`config.mk`:
```
export PLATFORM = sky130hd
export DESIGN_NAME = sqrt_seq_flat
export DESIGN_NICKNAME = d
export VERILOG_FILES = /design/src/rtl/sqrt_seq_if.sv /design/src/rtl/sqrt_seq.sv /design/src/flat_wrapper.sv
export SDC_FILE = /design/constraint.sdc
export NUM_CORES = 1
export LEC_CHECK = 0
export ABC_CLOCK_PERIOD_IN_PS = 2500
export CORE_MARGIN = 4
export CORE_UTILIZATION = 54
export CTS_CLUSTER_DIAMETER = 120
export DETAILED_ROUTE_END_ITERATION = 10
export HOLD_SLACK_MARGIN = 0.03
export PLACE_DENSITY = 0.82
export SETUP_SLACK_MARGIN = 0.5
export SLEW_MARGIN = 10
export SYNTH_ARGS = -nofsm -noshare
export SYNTH_HDL_FRONTEND = slang
export SYNTH_SLANG_ARGS = --single-unit
```
`constraint.sdc`:
```
create_clock -name clk -period 2.5 [get_ports clk]
set_input_delay 0.5 -clock clk [delete_from_list [all_inputs] [get_ports clk]]
set_output_delay 0.5 -clock clk [all_outputs]
set_load 0.05 [all_outputs]
```
`src/rtl/sqrt_seq_if.sv`:
```
// rtl/sqrt_seq_if.sv - operand/result handshake bundle for sqrt_seq
interface sqrt_seq_if #(
    parameter int IN_W   = 8,
    parameter int FRAC_W = 4
);
    localparam int OUT_W = (IN_W + 1) / 2 + FRAC_W;

    logic             in_valid;
    logic             in_ready;
    logic [IN_W-1:0]  in_data;
    logic             out_valid;
    logic             out_ready;
    logic [OUT_W-1:0] out_data;

    modport master (
        output in_valid, in_data, out_ready,
        input  in_ready, out_valid, out_data
    );

    modport slave (
        input  in_valid, in_data, out_ready,
        output in_ready, out_valid, out_data
    );
endinterface

```
`src/rtl/sqrt_seq.sv`:
```
// rtl/sqrt_seq.sv - iterative restoring fixed-point square root, one result bit per clock
// Optional round-to-nearest step enabled by defining SQRT_ROUND_EN.
module sqrt_seq #(
    parameter int IN_W   = 8,
    parameter int FRAC_W = 4
) (
    input  logic clk,
    input  logic rst,
    sqrt_seq_if.slave bus
);
    localparam int INT_W = (IN_W + 1) / 2;
    localparam int OUT_W = INT_W + FRAC_W;
    localparam int RAD_W = 2 * OUT_W;
    localparam int REM_W = OUT_W + 2;
    localparam int CNT_W = $clog2(OUT_W + 1);

`ifdef SQRT_ROUND_EN
    typedef enum logic [1:0] {ST_IDLE, ST_CALC, ST_DONE, ST_ROUND} state_t;
`else
    typedef enum logic [1:0] {ST_IDLE, ST_CALC, ST_DONE} state_t;
`endif

    state_t             r_state;
    state_t             w_next;
    logic [RAD_W-1:0]   r_rad;
    logic [OUT_W-1:0]   r_q;
    logic [REM_W-1:0]   r_rem;
    logic [CNT_W-1:0]   r_cnt;
    logic [REM_W-1:0]   w_rem_sh;
    logic [REM_W:0]     w_trial;

    // Remainder never exceeds 2*Q, so REM_W bits hold the shifted value without loss.
    assign w_rem_sh = (r_rem << 2) | REM_W'(r_rad[RAD_W-1 -: 2]);
    assign w_trial  = {1'b0, w_rem_sh} - {1'b0, r_q, 2'b01};

    always_ff @(posedge clk or posedge rst) begin
        if (rst) r_state <= ST_IDLE;
        else     r_state <= w_next;
    end

    always_comb begin
        w_next = r_state;
        case (r_state)
            ST_IDLE: if (bus.in_valid) w_next = ST_CALC;
`ifdef SQRT_ROUND_EN
            ST_CALC:  if (r_cnt == '0) w_next = ST_ROUND;
            ST_ROUND: w_next = ST_DONE;
`else
            ST_CALC:  if (r_cnt == '0) w_next = ST_DONE;
`endif
            ST_DONE: if (bus.out_ready) w_next = ST_IDLE;
            default: w_next = ST_IDLE;
        endcase
    end

    always_ff @(posedge clk or posedge rst) begin
        if (rst) begin
            r_rad <= '0;
            r_q   <= '0;
            r_rem <= '0;
            r_cnt <= '0;
        end else begin
            case (r_state)
                ST_IDLE: begin
                    if (bus.in_valid) begin
                        r_rad <= RAD_W'(bus.in_data) << (2 * FRAC_W);
                        r_q   <= '0;
                        r_rem <= '0;
                        r_cnt <= CNT_W'(OUT_W - 1);
                    end
                end
                ST_CALC: begin
                    r_rad <= r_rad << 2;
                    if (r_cnt != '0) r_cnt <= r_cnt - 1'b1;
                    if (!w_trial[REM_W]) begin
                        r_rem <= w_trial[REM_W-1:0];
                        r_q   <= (r_q << 1) | OUT_W'(1);
                    end else begin
                        r_rem <= w_rem_sh;
                        r_q   <= r_q << 1;
                    end
                end
`ifdef SQRT_ROUND_EN
                ST_ROUND: begin
                    // rem > Q means A*4^FRAC_W exceeds Q^2+Q, i.e. the true root is past Q+0.5.
                    if ((r_rem > REM_W'(r_q)) && (r_q != '1)) r_q <= r_q + 1'b1;
                end
`endif
                default: ;
            endcase
        end
    end

    assign bus.in_ready  = (r_state == ST_IDLE);
    assign bus.out_valid = (r_state == ST_DONE);
    assign bus.out_data  = r_q;
endmodule
```
`src/flat_wrapper.sv`:
```
// flat-port wrapper written by rule: the top's interface ports become plain ports
module sqrt_seq_flat 
#(
    parameter int IN_W   = 8,
    parameter int FRAC_W = 4
)
  (clk, rst, bus_in_valid, bus_in_data, bus_out_ready, bus_in_ready, bus_out_valid, bus_out_data);
  sqrt_seq_if #(.IN_W(IN_W), .FRAC_W(FRAC_W)) bus_i ();
  input  logic clk;
  input  logic rst;
  input wire logic [$bits(bus_i.in_valid)-1:0] bus_in_valid;
  input wire logic [$bits(bus_i.in_data)-1:0] bus_in_data;
  input wire logic [$bits(bus_i.out_ready)-1:0] bus_out_ready;
  output wire logic [$bits(bus_i.in_ready)-1:0] bus_in_ready;
  output wire logic [$bits(bus_i.out_valid)-1:0] bus_out_valid;
  output wire logic [$bits(bus_i.out_data)-1:0] bus_out_data;
  assign bus_i.in_valid = bus_in_valid;
  assign bus_i.in_data = bus_in_data;
  assign bus_i.out_ready = bus_out_ready;
  assign bus_in_ready = bus_i.in_ready;
  assign bus_out_valid = bus_i.out_valid;
  assign bus_out_data = bus_i.out_data;
  sqrt_seq #(.IN_W(IN_W), .FRAC_W(FRAC_W)) u_core (.clk(clk), .rst(rst), .bus(bus_i));
endmodule
```
==> run_1/metal_stack.png <==
Scale bar: 20 um.
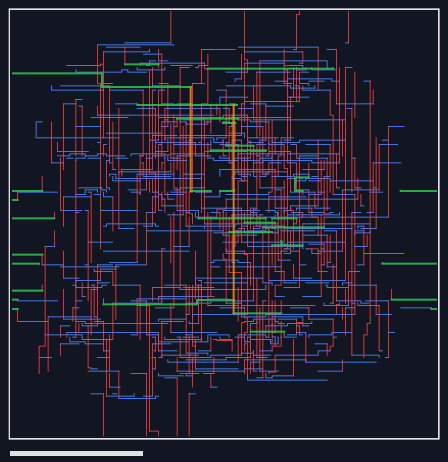
Key: red = met2 [wire length 1880 um]; green = met3 [wire length 219 um]; blue = met1 [wire length 1730 um]; orange = met4 [wire length 46.9 um]
GRT Resource Usage Total: 19.7%
WL final: 3870 um
routed length per placed instance: 15.4 um

==> run_1/port_nets.png <==
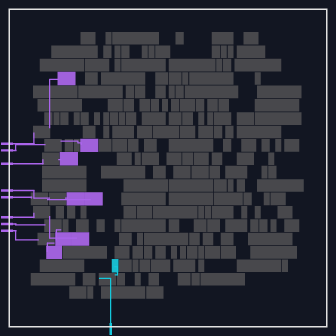
Key: cyan = bus_out_ready [direction input, edge bottom, end cells 1, wire 14.4 um]; purple = bus_in_data [direction input, edge left, end cells 8, wire 96.1 um]
number of port buffers: 21
Boundary Pins: 22

==> run_1/drive_strength.png <==
Scale bar: 20 um.
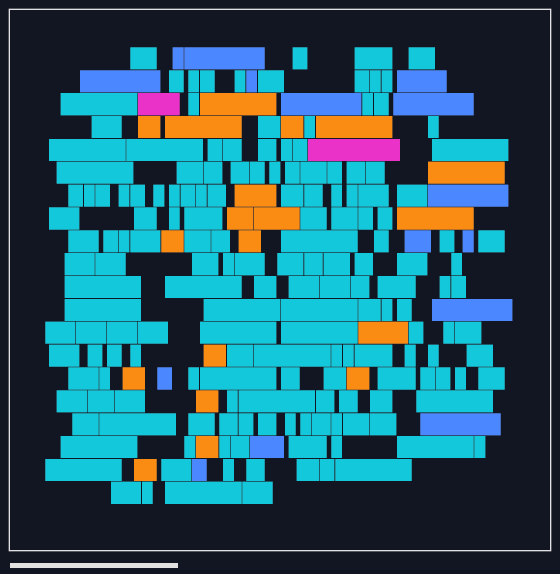
Key: blue = drive 2 [cells 15, share 7.2%]; cyan = drive 1 or less [cells 171, share 83%]; orange = drive 3 to 4 [cells 19, share 9.2%]; magenta = drive 6 and up [cells 2, share 0.97%]
final cell area excluding filler cells: 0.00214 mm2
Area growth syn-to-layout: 25.4%
count of plain and timing-repair buffers: 26

[run 1: layer usage]
| layer | global-route usage [%] | vias to the layer above | routed length [um] |
|---|---|---|---|
| li1 | - | 701 | - |
| met1 | 25.0 | 688 | 1730 |
| met2 | 33.1 | 48 | 1880 |
| met3 | 4.75 | 6 | 219 |
| met4 | 6.33 | 0 | 46 |
| met5 | 0 | - | 0 |
[run 1: synthesized netlist by cell type (2+ instances only)]
library cell and instances:
sky130_fd_sc_hd__a21o_1 3, sky130_fd_sc_hd__a21oi_1 9, sky130_fd_sc_hd__a22o_1 4, sky130_fd_sc_hd__a311o_1 3, sky130_fd_sc_hd__and2_1 5, sky130_fd_sc_hd__clkbuf_1 6
sky130_fd_sc_hd__dfrtp_1 30, sky130_fd_sc_hd__ha_1 10, sky130_fd_sc_hd__inv_1 14, sky130_fd_sc_hd__mux2i_1 7, sky130_fd_sc_hd__nand2_1 24, sky130_fd_sc_hd__nand2b_1 5
sky130_fd_sc_hd__nand3_1 3, sky130_fd_sc_hd__nand4_1 6, sky130_fd_sc_hd__nor2_1 6, sky130_fd_sc_hd__nor2b_1 2, sky130_fd_sc_hd__o211ai_1 3, sky130_fd_sc_hd__o21ai_0 17
sky130_fd_sc_hd__o311ai_1 3, sky130_fd_sc_hd__xnor2_1 3
[run 1: cell usage in the layout (no fill, tap or decap), drive strengths merged, types with 2 or more instances in the layout]
cell,netlist,final
dfrtp,30,30
nand2,24,24
o21ai,17,17
inv,14,14
clkdlybuf4s50,0,11
ha,10,10
a21oi,9,9
clkbuf,6,9
mux2i,7,7
dlygate4sd2,0,7
nor2,6,6
nand4,6,6
and2,6,6
buf,3,5
nand2b,5,5
a22o,4,4
a21o,4,4
nand3,3,3
o211ai,3,3
xnor2,3,3
a311o,3,3
o311ai,3,3
nor2b,2,2
==> out/metrics.cfg, run 1 <==
[run_status]
run_status=complete, no violations

[sta]
setup_repair_after_global_routing_missed_its_margin=true
min_period_over_period_pct=78.7
setup_total_negative_slack_ps=0
maxSlewViolCount=0
final-hold-violation-count=0
hold_slack_ps=494
final_worst_setup_slack_ps=531

[global_routing]
number_of_global_route_vias_before_repair=1427
grt_start_max_net_pins=31

[logic_synthesis]
ys_cells=182
ys_area_mm2=0.00171
number_of_standard_cells_after_synthesis=182
mux_share_pct=4.10
post_synth_main_area_contributors=sky130_fd_sc_hd__dfrtp_1, sky130_fd_sc_hd__ha_1, sky130_fd_sc_hd__nand2_1
yosysSeqAreaShare_pct=44.0
synth.cellmix.adderShare_pct=7.33
postSynth.asyncResetShare_pct=100
ys_warn_count=0
number_of_unique_standard_cell_types_used_by_synthesis=39
ys_sh_xor_pct=1.54

[flow_run]
stage_log_warnings=29

[worst_setup_path]
worstReg2RegEnd=u_core.r_rem[7]
timing.rr.start=u_core.bus.out_data[2]
worstPathMaxFanout=5
worst_ep_arrival_time_ps=2210
setup.worst_path.start_class=flip-flop
setup.reg_to_reg.worst_slack_ps=530
crit_buf_inv=1
worstSetupEndpoint=u_core.r_rem[7]
worstSetupPathDepth=7
cpPeakStageDelay_ps=470

[hold_path]
hold-path-endpoint=u_core.r_rad[12]
hold_path_startpoint=u_core.r_rad[12]

[floorplan]
die.size.x_um=64.2
fp.dieH_um=64.2
initial_core_util_pct=56.4

[drt]
total_via_count_in_the_routed_design=1443
post_drt_via_cell_ratio=5.75
dr_drc_count=0

[finish]
layout.non_clock_inverters=14
biggestCellCategory=logic gates
final_util_pct=70.7
layout.area.seq_um2=759
multi_input_comb_cells=129
buf_share_pct=10.8
comb_share_pct=44.7

[placement]
postPlaceCellArea_mm2=0.00205

[cts]
cts_tree=yes
cts.hold.buffers_added=0
clock_insertion_delay_worst_skew_ps=340
post-cts-setup-buffers=1
clock_tree.htree_level_count=2
clock-root-buffer=sky130_fd_sc_hd__clkbuf_4

==> run_1/final_clocks.png <==
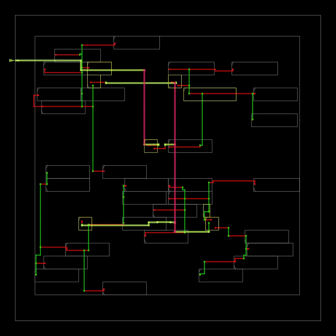

==> run 1 -> run 2 <==
Settings changed: ABC_CLOCK_PERIOD_IN_PS 2500 to 1750, CORE_UTILIZATION 54 to 49, PLACE_DENSITY 0.82 to 0.79.
Clock period 2.5 ns to 1.75 ns, I/O delays scaled along.
==> run_2/final_clocks.png <==
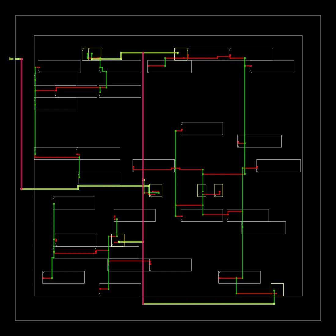
clock buffer count from CTS: 5
insertion delay to the later sink of the worst-skew pair: 350 ps
Num Clock Sinks: 30
setup skew after layout: 11.9 ps

==> run 2 against run 1 <==
The flow now finishes with violations (setup timing). Largest cell class unchanged. Cell count is 25% higher. Synthesized cell count unchanged. Via count increased by 33%. Synthesized area stayed put. Register-to-register slack worse by 800 ps. Die area increased by 8.9%. Routed wire length grew 81%. Sequential share of layout area shrank 10 points.
==> out/metrics.cfg, run 2 <==
[run_status]
run_status=complete, but fails checks  ; was complete, no violations
violations=setup timing

[worst_setup_path]
worst_ep_arrival_time_ps=2310  ; was 2210 ps
critical_path.endpoint_type=flip-flop  ; unchanged
setup.worst_path.start_class=flip-flop  ; unchanged
worstPathMaxFanout=4  ; was 5
path_class=flip-flop to flip-flop  ; unchanged
critPathRequiredTime_ps=2040  ; was 2740 ps

[cts]
clockBufferDepth=2  ; unchanged
cts_tree=yes  ; unchanged
clkTransAtPathRegs_ps=110  ; about the same
clock-root-buffer=sky130_fd_sc_hd__clkbuf_4  ; unchanged
clock_tree.htree_level_count=2  ; unchanged
cts.hold.buffers_added=0  ; unchanged

[floorplan]
fp.dieH_um=67.0  ; was 64.2 um
io_pins=22  ; unchanged
chipArea_mm2=0.00449  ; was 0.00413 mm2
die.size.x_um=67.0  ; was 64.2 um
initial_core_util_pct=50.8  ; was 56.4%
core_area_mm2=0.00336  ; was 0.00303 mm2
tap_cells=46  ; was 44
floorplan.rows=21  ; was 20

[drt]
met3RoutedLength_um=455  ; was 219 um
initialDrtViolationCount=272  ; was 67
topRoutingLayerUsed=met4  ; unchanged
drt-wirelength-per-cell_um=22.4  ; was 15.4 um
met1_length_um=2580  ; was 1730 um
total_via_count_in_the_routed_design=1923  ; was 1443
first_pass_iters=4  ; unchanged
finalWirelength_um=7020  ; was 3870 um
dr_drc_count=0  ; unchanged
post_drt_via_cell_ratio=6.14  ; was 5.75
met2RoutedLength_um=3470  ; was 1880 um
postRouteAntennaNets=0  ; unchanged

[finish]
comb_share_pct=40.7  ; was 44.7%
final-clk-cell-share_pct=1.70  ; was 3.97%
number_of_clock_tree_buffers_in_the_layout=6  ; was 7
diodes=0  ; unchanged
syn2layout_area_growth_pct=76.3  ; was 25.4%
buf_share_pct=28.7  ; was 10.8%
layout.non_clock_inverters=14  ; unchanged
final_layout_top_logic_cells=sky130_fd_sc_hd__buf_4, sky130_fd_sc_hd__buf_6, sky130_fd_sc_hd__dfrtp_1  ; was sky130_fd_sc_hd__nand2_1, sky130_fd_sc_hd__dfrtp_1, sky130_fd_sc_hd__o21ai_0
seq_area_share_pct=25.3  ; was 35.5%
layout.filler_cells=130  ; was 235
flops=30  ; unchanged
final-comb-area_mm2=0.00122  ; was 958 um2
final_layout_net_count=288  ; was 228
buffers=85  ; was 26
drive_gt1_share_pct=55.1  ; was 17.4%
biggestCellCategory=logic gates  ; unchanged
layout.area.seq_um2=761  ; was 759 um2
layout.cells.most_common=sky130_fd_sc_hd__buf_4  ; was sky130_fd_sc_hd__nand2_1
multi_input_comb_cells=130  ; was 129
final_util_pct=89.5  ; was 70.7%

[global_routing]
grtUsageTotal_pct=26.4  ; was 19.7%
grt.met1_usage_pct=31.2  ; was 25.0%
antenna_found_initial=0  ; unchanged
number_of_global_route_vias_before_repair=1815  ; was 1427
gr-total-overflow=0  ; unchanged
busiest_layer=met2  ; unchanged
first_pass_grt_wire_length_um=8700  ; was 6330 um
grt_start_max_net_pins=31  ; unchanged
groute.layer.met3.usage_pct=6.41  ; was 4.75%
met2_usage_pct=44.7  ; was 33.1%

[logic_synthesis]
synthFlopType=sky130_fd_sc_hd__dfrtp_1  ; unchanged
synth-edff-count=0  ; unchanged
yosysSeqAreaShare_pct=44.0  ; unchanged
synth.most_common_cell=sky130_fd_sc_hd__dfrtp_1  ; unchanged
number_of_standard_cells_after_synthesis=182  ; unchanged
synth.top_cell.area_share_pct=44.0  ; unchanged
ys_warn_count=0  ; unchanged
syn_nets=204  ; unchanged
synthesis.area_per_instance_um2=9.38  ; unchanged
postSynth.asyncResetShare_pct=100  ; unchanged
post_synth_instance_area_mm2=0.00171  ; unchanged
synth.top_cells.by_count=sky130_fd_sc_hd__dfrtp_1, sky130_fd_sc_hd__nand2_1, sky130_fd_sc_hd__o21ai_0  ; unchanged
ys_area_mm2=0.00171  ; unchanged
largest_area_cell=sky130_fd_sc_hd__dfrtp_1  ; unchanged
postSynthRegisterBits=30  ; unchanged
number_of_unique_standard_cell_types_used_by_synthesis=39  ; unchanged
post_synth_main_area_contributors=sky130_fd_sc_hd__dfrtp_1, sky130_fd_sc_hd__ha_1, sky130_fd_sc_hd__nand2_1  ; unchanged
ys_cells=182  ; unchanged

[placement]
numPortBuffers=21  ; unchanged
dp.final_hpwl_um=3120  ; was 2670 um
finalWeightedCongestion=0.910  ; was 0.832
post-place-ws_ps=-266  ; was 466 ps

[sta]
setup_total_negative_slack_ps=-1530  ; was 0 ps
worst_pin_slew_ps=403  ; was 675 ps
min_period_ps=2020  ; was 1970 ps
maxSlewViolCount=0  ; unchanged
hold_slack_ps=372  ; was 494 ps
setup_viol=10  ; was 0
final_worst_setup_slack_ps=-267  ; was 531 ps
timing.slew.headroom_pct=73.1  ; was 55.0%
final-hold-violation-count=0  ; unchanged
fmaxAchievable_mhz=496  ; was 508 MHz
min_period_over_period_pct=115  ; was 78.7%
setup_repair_after_global_routing_missed_its_margin=true  ; unchanged

[flow_run]
timing.max_cap.violations=0  ; unchanged
stage_log_warnings=29  ; unchanged

[hold_path]
hold_path.class=input pin to async pin  ; was flip-flop to flip-flop

-- run 2: timing repair --
item | in CTS | in global routing
setup buffers | 14 | 15
resized | 68 | 48
pin swaps | 13 | 12
setup endpoints to repair | 32 | 40
gates cloned | 2 | 0
-- run 2: kinds of logic (layout without fill, tap and decap cells) --
group | Yosys count | after routing | share of synthesized area, %
mux | 7 | 7 | 4.10
compound gates | 51 | 51 | 20.4
xor+xnor | 3 | 3 | 1.54
fa+ha+maj | 10 | 10 | 7.33
buf+inv | 23 | 107 | 5.57
simple gates | 58 | 59 | 17.1
flops | 30 | 30 | 44.0
-- run 2: path summary, 6_finish.rpt --
path | start | to | slack, ps | cells after the start
max | u_core.bus.out_data[2] | u_core.r_rem[7] | -270 | 8
max in group asynchronous | rst | u_core.r_state[0] | 1060 | 3
min | rst | u_core.r_rem[4] | 370 | 3
min reg2reg | u_core.r_rad[8] | u_core.r_rad[8] | 520 | 1
min in group clk | u_core.r_rad[8] | u_core.r_rad[8] | 520 | 1
max reg2reg | u_core.bus.out_data[2] | u_core.r_rem[7] | -270 | 8
-- run 2: stage by stage --
step                area (um2)  cells
floorplan                 1880    182
global placement          2310    274
detailed placement        2310    274
CTS                       2700    298
global route              3010    313
finish                    3010    313
-- run 2: worst max-delay path, cell delays in order, from the launching register on --
cell                        delay (ps)
sky130_fd_sc_hd__dfrtp_2           420
sky130_fd_sc_hd__inv_2              90
sky130_fd_sc_hd__ha_4              220
sky130_fd_sc_hd__buf_4             140
sky130_fd_sc_hd__o211ai_1          130
sky130_fd_sc_hd__nor2_2            110
sky130_fd_sc_hd__o311a_1           350
sky130_fd_sc_hd__a2111oi_2         310
sky130_fd_sc_hd__a311o_1           180
